Design message_overlay_map, sky130hd; sources not shown.
==> images/class_map.png <==
(6 px per um)
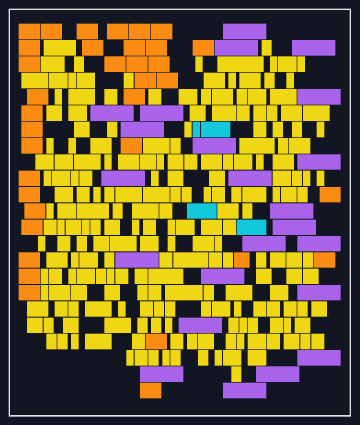
remaining buffers and delay cells -> orange  # cells 35, share of their area 15%
registers -> purple  # cells 23, share of their area 20%
remaining logic cells -> yellow  # cells 210, share of their area 63%
clock drivers and dummy loads -> cyan  # cells 4, share of their area 1.9%
core box area: 3370 sq um
Finished Core Util: 70.0%
# rows: 23

==> images/m3.png <==
(4 px per um)
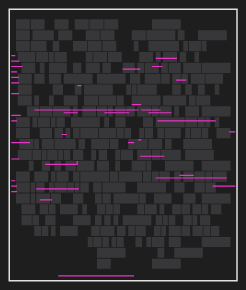
wire length on this layer = 175 um
longest straight run = 25.8 um
met3 GRT Util: 3.07%
final wirelength: 4.43 mm

==> images/ff_map.png <==
(6 px per um) Other sequential cells in the stronger gray, the rest of the logic in the fainter gray.
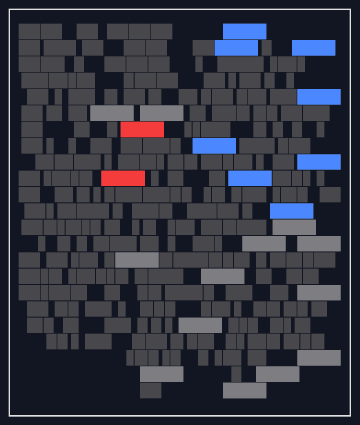
state_q -> red  # sequential cells 2
blink_cnt_q -> blue  # sequential cells 8
not colored = 13
sequential share of cell area: 19.5%
Seq. pwr: 239 uW
Flop area: 460 sq um

==> results.tsv <==
metric	value	unit
die_area	3820	sq um
dpl.cell_count	305	
synthArstFlopShare	0	%
grt_pass1_wl	7.42	mm
die_w	56.6	um
vdd_drop_max	313	uV
swShare	30.4	%
worst_pin_slew	0.550	ns
status	completed	
layout.comb_gates.multi_input	194	
fp_nets	293	
drt_iter0_markers	136	
fillerInstances	279	
p_clk_share	27.2	%
inverters	16	
tool_warnings	38	
top_logic_kind	simple AND/OR/NAND/NOR gates	
cts_sinks	23	
xor_share	2.89	%
ys_sh_adder	7.98	%
flop_cell	dfxtp_1	
clk_latency	0.26	ns
Yosys cell counts (6+ instances only):
master | n | area (sq um)
nor2b_1 | 6 | 37.5
o21ai_0 | 13 | 65.1
ha_1 | 13 | 163
nor3_1 | 14 | 70.1
a21oi_1 | 18 | 90.1
nand2_1 | 15 | 56.3
or4_1 | 6 | 45.0
nand4_1 | 6 | 37.5
o31ai_1 | 7 | 52.6
dfxtp_1 | 23 | 460
buf_4 | 10 | 75.1
inv_1 | 16 | 60.1
nor2_1 | 14 | 52.6
critical path, stage by stage:
cell	delay (ns)
clkdlybuf4s50_1	0.58
ha_1	0.31
or4bb_1	0.49
a21oi_2	0.20
o211ai_2	0.13
mux2_4	0.31
o311a_1	0.28
Power figures rest on the tool's default switching activity, not on a simulated workload.
